I/O nets highlighted:
Bar = 50 µm.
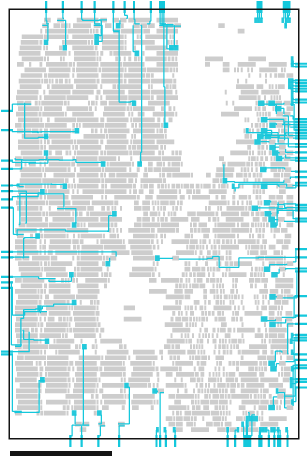
Routed metal, one color a layer:
Only two layers are drawn.
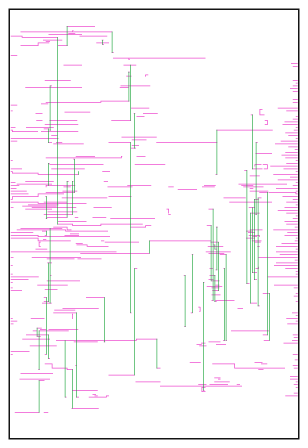
Metal 1:
Bar = 50 µm. Supply wires on this layer in gray. Cells faint in the background.
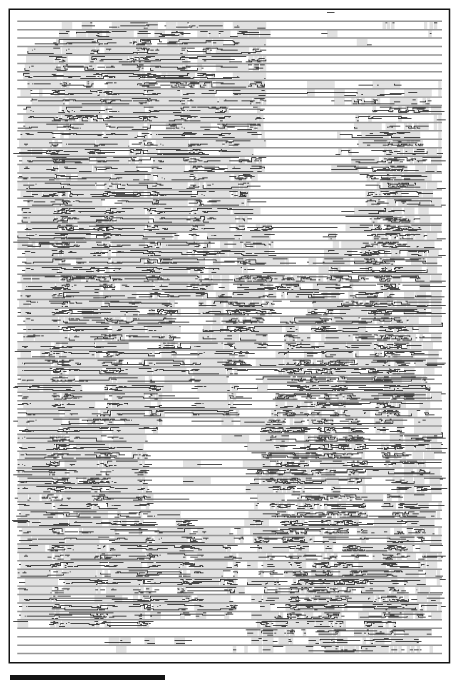
Routing congestion:
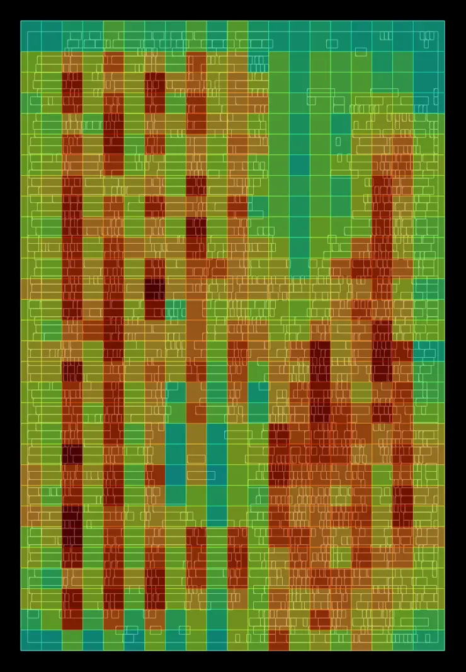
$ cat config.mk
export PLATFORM = sky130hd
export DESIGN_NAME = student_tlul_sample_writer
export DESIGN_NICKNAME = d
export VERILOG_FILES = /design/src/rtl/student_tlul_sample_writer.sv
export SDC_FILE = /design/constraint.sdc
export NUM_CORES = 1
export LEC_CHECK = 0
export ABC_AREA = 1
export CORE_ASPECT_RATIO = 1.5
export CORE_MARGIN = 2
export CORE_UTILIZATION = 55
export CTS_BUF_LIST = sky130_fd_sc_hd__clkbuf_8 sky130_fd_sc_hd__clkbuf_16
export DETAILED_ROUTE_END_ITERATION = 16
export PLACE_DENSITY = 0.83
export SLEW_MARGIN = 25
export SYNTH_ARGS = -nofsm -noshare
export SYNTH_HDL_FRONTEND = slang
export SYNTH_SLANG_ARGS = --single-unit
$ cat constraint.sdc
create_clock -name clk_i -period 7.6 [get_ports clk_i]
set_input_delay 1.52 -clock clk_i [delete_from_list [all_inputs] [get_ports clk_i]]
set_output_delay 1.52 -clock clk_i [all_outputs]
set_load 0.01 [all_outputs]
$ cat src/rtl/student_tlul_sample_writer.sv
// TL-UL host that writes captured FIR samples into a word-addressed ring buffer in memory.
// Latency: a sample strobed in cycle t is on a_valid in t+1; one outstanding PutFullData; FIFO drops on full.

package student_tlul_pkg;
    typedef struct packed {
        logic        a_valid;
        logic [2:0]  a_opcode;
        logic [2:0]  a_param;
        logic [1:0]  a_size;
        logic [7:0]  a_source;
        logic [31:0] a_address;
        logic [3:0]  a_mask;
        logic [31:0] a_data;
        logic [15:0] a_user;
        logic        d_ready;
    } tl_h2d_t;

    typedef struct packed {
        logic        d_valid;
        logic [2:0]  d_opcode;
        logic [2:0]  d_param;
        logic [1:0]  d_size;
        logic [7:0]  d_source;
        logic        d_sink;
        logic [31:0] d_data;
        logic [15:0] d_user;
        logic        d_error;
        logic        a_ready;
    } tl_d2h_t;

    localparam logic [2:0] PUT_FULL_DATA = 3'h0;
endpackage

module student_tlul_sample_writer
    import student_tlul_pkg::*;
#(
    parameter int DATA_SIZE_FIR_OUT = 32,
    parameter int FIFO_DEPTH        = 8,
    parameter int LEN_WIDTH         = 16
) (
    input  logic                         clk_i,
    input  logic                         rst_ni,
    input  logic                         enable_i,
    input  logic [31:0]                  base_addr_i,
    input  logic [LEN_WIDTH-1:0]         len_words_i,
    input  logic [DATA_SIZE_FIR_OUT-1:0] sample_i,
    input  logic                         sample_valid_i,
    output tl_h2d_t                      tl_o,
    input  tl_d2h_t                      tl_i,
    output logic [LEN_WIDTH-1:0]         wr_idx_o,
    output logic                         irq_o,
    output logic                         overflow_o,
    output logic                         err_o
);

    localparam int PTR_W = $clog2(FIFO_DEPTH);
    localparam logic [PTR_W:0]       PTR_ONE = (PTR_W+1)'(1);
    localparam logic [LEN_WIDTH-1:0] LEN_ONE = LEN_WIDTH'(1);
    localparam logic [LEN_WIDTH-1:0] LEN_TWO = LEN_WIDTH'(2);

    typedef enum logic [1:0] {IDLE, REQ, RESP} state_t;

    state_t                       state;
    logic [DATA_SIZE_FIR_OUT-1:0] mem [FIFO_DEPTH];
    logic [PTR_W:0]               wr_ptr, rd_ptr;
    logic [31:0]                  base_q;
    logic [LEN_WIDTH-1:0]         len_q, len_eff, wr_idx, idx_next;
    logic                         irq_q, overflow_q, err_q;
    logic                         fifo_empty, fifo_full, push, pop, idx_wrap, half_hit;
    logic                         unused_tl;

    assign fifo_empty = (wr_ptr == rd_ptr);
    assign fifo_full  = (wr_ptr[PTR_W] != rd_ptr[PTR_W]) &&
                        (wr_ptr[PTR_W-1:0] == rd_ptr[PTR_W-1:0]);
    assign pop        = (state == REQ) && tl_i.a_ready;
    // A pop in the same cycle frees the slot, so a full FIFO can still accept.
    assign push       = sample_valid_i && enable_i && (!fifo_full || pop);

    assign len_eff  = (len_q == '0) ? LEN_ONE : len_q;
    assign idx_wrap = (wr_idx >= len_eff - LEN_ONE);
    assign idx_next = idx_wrap ? '0 : wr_idx + LEN_ONE;
    assign half_hit = (len_eff >= LEN_TWO) && (idx_next == (len_eff >> 1));

    always_ff @(posedge clk_i) begin
        if (push) begin
            mem[wr_ptr[PTR_W-1:0]] <= sample_i;
        end
    end

    always_ff @(posedge clk_i or negedge rst_ni) begin
        if (!rst_ni) begin
            state      <= IDLE;
            wr_ptr     <= '0;
            rd_ptr     <= '0;
            base_q     <= '0;
            len_q      <= '0;
            wr_idx     <= '0;
            irq_q      <= 1'b0;
            overflow_q <= 1'b0;
            err_q      <= 1'b0;
        end else begin
            irq_q <= 1'b0;
            if (push) begin
                wr_ptr <= wr_ptr + PTR_ONE;
            end
            if (pop) begin
                rd_ptr <= rd_ptr + PTR_ONE;
            end
            if (sample_valid_i && enable_i && fifo_full && !pop) begin
                overflow_q <= 1'b1;
            end
            case (state)
                IDLE: begin
                    if (!enable_i) begin
                        // Ring geometry only moves while idle and disabled, so a held request never shifts.
                        base_q     <= {base_addr_i[31:2], 2'b00};
                        len_q      <= len_words_i;
                        wr_ptr     <= '0;
                        rd_ptr     <= '0;
                        wr_idx     <= '0;
                        overflow_q <= 1'b0;
                        err_q      <= 1'b0;
                    end else if (!fifo_empty || push) begin
                        state <= REQ;
                    end
                end
                REQ: begin
                    if (tl_i.a_ready) begin
                        state <= RESP;
                    end
                end
                RESP: begin
                    if (tl_i.d_valid) begin
                        state  <= IDLE;
                        wr_idx <= idx_next;
                        irq_q  <= idx_wrap || half_hit;
                        if (tl_i.d_error) begin
                            err_q <= 1'b1;
                        end
                    end
                end
                default: state <= IDLE;
            endcase
        end
    end

    always_comb begin
        tl_o           = '0;
        tl_o.a_valid   = (state == REQ);
        tl_o.a_opcode  = PUT_FULL_DATA;
        tl_o.a_size    = 2'd2;
        tl_o.a_mask    = 4'hF;
        tl_o.a_address = base_q + 32'({wr_idx, 2'b00});
        tl_o.a_data    = 32'(mem[rd_ptr[PTR_W-1:0]]);
        tl_o.d_ready   = (state == RESP);
    end

    assign wr_idx_o   = wr_idx;
    assign irq_o      = irq_q;
    assign overflow_o = overflow_q;
    assign err_o      = err_q;

    assign unused_tl = ^{tl_i.d_opcode, tl_i.d_param, tl_i.d_size, tl_i.d_source,
                         tl_i.d_sink, tl_i.d_data, tl_i.d_user, base_addr_i[1:0]};

endmodule

==> summary.txt <==
The flow completed. The flow ran to the end, and the final reports show no timing, DRC or antenna violations. Yosys reports that the most numerous cell types are 283 x sky130_fd_sc_hd__nor2_1, 256 x sky130_fd_sc_hd__edfxtp_1, 237 x sky130_fd_sc_hd__nand2_1. Wire length on met1 landed at 14.0 mm. Setup slack on the worst reg-to-reg path comes out at 3060 ps.

X dimension of the die landed at 142 µm. Core footprint landed at 28000 µm². The synthesis stats list as the most numerous cell sky130_fd_sc_hd__nor2_1. Number of antenna violations at the first check in global routing landed at 1.

Max-cap violations in this run came to 0. Clock net sink count landed at 331. Prior to clock tree synthesis, the placed netlist has a worst setup slack of 2970 ps. Looking at the clock tree report, the root buffer type is sky130_fd_sc_hd__clkbuf_16.

Maximum level of the CTS H-tree landed at 1. Count of tool warnings landed at 95. Counting flops with an async set or reset pin after synthesis yields a share of 22.7%. Signal routing reaches up to met5. Leaving out filler cells and counting taps, the final layout contains 2052. Static timing analysis puts the maximum clock frequency at 0.188 GHz. In this run the critical register-to-register path is launched from len_q[13]. The routed layout has 11901 vias. TritonCTS created 30 clock buffers. Area of the die landed at 29800 µm². Ratio of cells with drive above 1 in the final layout landed at 6.04%. The critical path goes through ha_1 > a21oi_1 > o21ai_1 > nor2_1 > o21ai_2 > a21oi_2 > o21ai_1 > and2_1 > nor2_1 > nand2_1 > nand2_1 > clkdlybuf4s50_1. The area growth from synthesis to layout is 17.9%. After layout, the minimum clock period comes to 5320 ps.

Post-synthesis area per instance landed at 10.1 µm². The synthesized design spends more area on one cell type than any other, namely sky130_fd_sc_hd__edfxtp_1. Post-CTS repair changed the size of 0 cells. In this run the worst setup path begins at wr_idx_o[2]. The post-synth count of flops with an enable pin is 256. Power density over the cells landed at 329 nW/µm². Number of placed instances with taps included landed at 1998. The slew check shows that the tightest pin keeps a relative margin of 31.0%. Of the total synthesized cell area, the portion taken by XOR and XNOR cells is 2.80%. All stages included, the depth of the critical timing path comes to 12. The via count of the first global-routing pass came to 11772. Summed over all failing endpoints, the final setup total negative slack is 0 ps. Per-cell via count in the routed design landed at 5.80. Buffering stage count on the worst path with inverters included landed at 1. Clock tree skew after final layout landed at 10.5 ps. The finished design was reported to have a net count of 1874. STA reports the tightest min-delay check as being of type reg -> reg.

DRC violation count after routing landed at 0. By area, the combinational part of the netlist is dominated by simple AND/OR/NAND/NOR gates. Summed over all layers, the global routing overflow is 0. Actual transition at the worst max-transition pin landed at 1030 ps. The OpenROAD report gives the critical path a data arrival time of 3800 ps. Clock-pin transition on the worst setup and hold timing paths landed at 70 ps. The worst setup path is launched from a flip-flop.

Per the CTS log, the buffer count on the longest clock path is 3. The initialized floorplan defines 75 standard-cell rows. Among all stages on the critical path, the largest delay is contributed by sky130_fd_sc_hd__clkdlybuf4s50_1. Number of endpoints failing setup at the final stage landed at 0. After the first detailed-routing iteration, the DRC count stood at 895.

The chip area line in the Yosys stat output reads 15600 µm². The critical path is of the reg -> out type. The detailed router reports a met3 wire length of 2.89 mm. Synthesized area landed at 15600 µm².

The area fraction of the largest cell type after synthesis is 49.2%. The critical path endpoint has a required time of 6080 ps. For this run, the number of Yosys warnings is 0. According to the timing report, the critical path is captured at tl_o[72]. The wire-length estimate of the detail-placed layout is 23.3 mm. Wire length after detailed routing landed at 38.2 mm. The final layout report lists a filler cell count of 2052. Per the detail_route log, met2 wirelength is 19.8 mm. Per the post-route antenna check, the number of violating nets is 0. Grouping stages by cell kind, the critical path spends the most delay in AND-OR/OR-AND gates. Ranked by total cell area, the synthesized netlist is headed by sky130_fd_sc_hd__edfxtp_1 49%, sky130_fd_sc_hd__dfrtp_1 12%, sky130_fd_sc_hd__nor2_1 6.8%, sky130_fd_sc_hd__nand2_1 5.7%, sky130_fd_sc_hd__o21ai_0 5.7%. Per the gpl log, the routability congestion estimate is 1.05. Setup repair after global routing left no endpoint under its margin. For this design the static power due to leakage is 7.07 nW.

Iteration tally of the first detailed-router pass landed at 5. Per the timing report, the most critical flop-to-flop path finishes at irq_o. Area share of and-or/or-and cells after synthesis landed at 10.6%.

The later pin in the worst-skew pair is clocked with a latency of 570 ps. Overall global routing resource usage landed at 25.3%. Setup fix buffers added after clock tree synthesis landed at 0. Post-synthesis sequential area ratio landed at 61.3%. As logged by OpenROAD, the buffers inserted on ports number 167.

Measured in cells, the most critical reg-to-reg path has a length of 27. Counting pins that exceed their max-slew limit in the final report gives 0. The first global-routing pass estimated 59.2 mm of wire. Top-level I/O count landed at 273. Instance tally after logic synthesis landed at 1540. Among all stages on the critical path, the maximum delay recorded is 540 ps.

Per the power-grid run, VDD falls by no more than 0.268 mV. Max fanout on the critical path was recorded as 9.
-- 'I/O nets highlighted' (at the start) --
legend:
  `tl_o`:
    color: cyan
    bits: 102
    direction: output
    end_cells: 102
    buffers: 64
    wire: 2060 µm

-- 'routed metal, one color a layer' (at the start) --
legend:
  met4:
    color: green
    wire_length: 1390 µm
  met3:
    color: magenta
    wire_length: 2890 µm

-- 'metal 1' (at the start) --
nets with wire on the layer: 1641
main direction: horizontal
wire length on this layer: 14000 µm
longest straight run: 27.1 µm
share of all routed wire: 37%

-- 'routing congestion' (at the start) --
met1 Use GR: 28.7%
mean routed wirelength per cell: 18.6 µm
met3 GRT Util: 4.70%
met2 Use GR: 45.5%

[logic make-up after synthesis]
group                      count (synthesis)
xor gates and xnor gates                  50
and+or+nand+nor                          626
AOI/OAI and AO/OA                        302
other                                      2
DFF                                      331
adders and majority gates                 38
buffers and inverters                    191
[worst reg2reg max path: cells and delay by family (launching register included)]
family / cells / cell delay (ps)
simple gates: 19 / 2830
buf+inv: 3 / 290
fa+ha+maj: 2 / 500
flops: 1 / 430
xor+xnor: 1 / 150
compound gates: 2 / 220
[power by group]
part | switching (mW) | internal [mW] | total, mW
combinational | 1.32 | 0.905 | 2.22
clock | 0.661 | 0.760 | 1.42
sequential | 0.221 | 2.19 | 2.41
total | 2.20 | 3.85 | 6.06
[per-layer routing]
metal	GRT usage, %	vias to the layer above
met5	0	-
met4	12.5	2
met3	4.70	109
met2	45.5	592
met1	28.7	5655
li1	-	5543
[cell type report]
class                           instances  area (µm²)  share of cell area [%]
Multi-Input combinational cell       1054        5380                    29.2
Clock inverter                         24         175                   0.951
Timing Repair Buffer                  183        1790                    9.74
Tap cell                              346         433                    2.35
Clock buffer                           30         751                    4.08
Sequential cell                       331        9570                    52.0
Inverter                               84         317                    1.72
[registers in the layout, summed over array words and instances, names as in the netlist]
name / cells
state: 2
irq_o: 1
len_q: 16
wr_ptr: 4
rd_ptr: 4
mem: 256
base_q: 30
wr_idx_o: 16
err_o: 1
overflow_o: 1
[metrics by stage]
step	power, mW	cell area (µm²)	hold WS, ps	util (%)
2_1_floorplan	3.71	15700	446	-
6_report	6.06	18400	486	65.8
3_5_place_dp	4.64	17500	467	62.5
5_1_grt	6.39	18400	513	65.8
4_1_cts	6.07	18400	486	65.8
3_3_place_gp	4.55	17500	457	62.5
[cell usage in the layout (no fill, tap or decap), drive strengths merged, types with 31 or more instances in the layout]
master,Yosys,final
edfxtp,256,256
ha,37,37
inv,81,88
nand2,241,241
xor2,39,39
clkdlybuf4s50,0,166
dfrtp,75,75
a21oi,31,31
nor2,291,291
o21ai,184,184
conb,2,38
a31oi,34,34
nand3,43,43
o22ai,40,40
[worst min-delay path by stage]
stage / start / to / slack [ps] / depth (start not counted)
global placement: base_q[14] / base_q[14] / 460 / 2
finish: base_q[7] / base_q[7] / 490 / 2
floorplan: base_q[10] / base_q[10] / 450 / 2
CTS: base_q[13] / base_q[13] / 490 / 2
global route: base_q[2] / base_q[2] / 510 / 2
detailed placement: base_q[13] / base_q[13] / 470 / 2
No activity file was given, so power comes from the tool's default toggle rates.
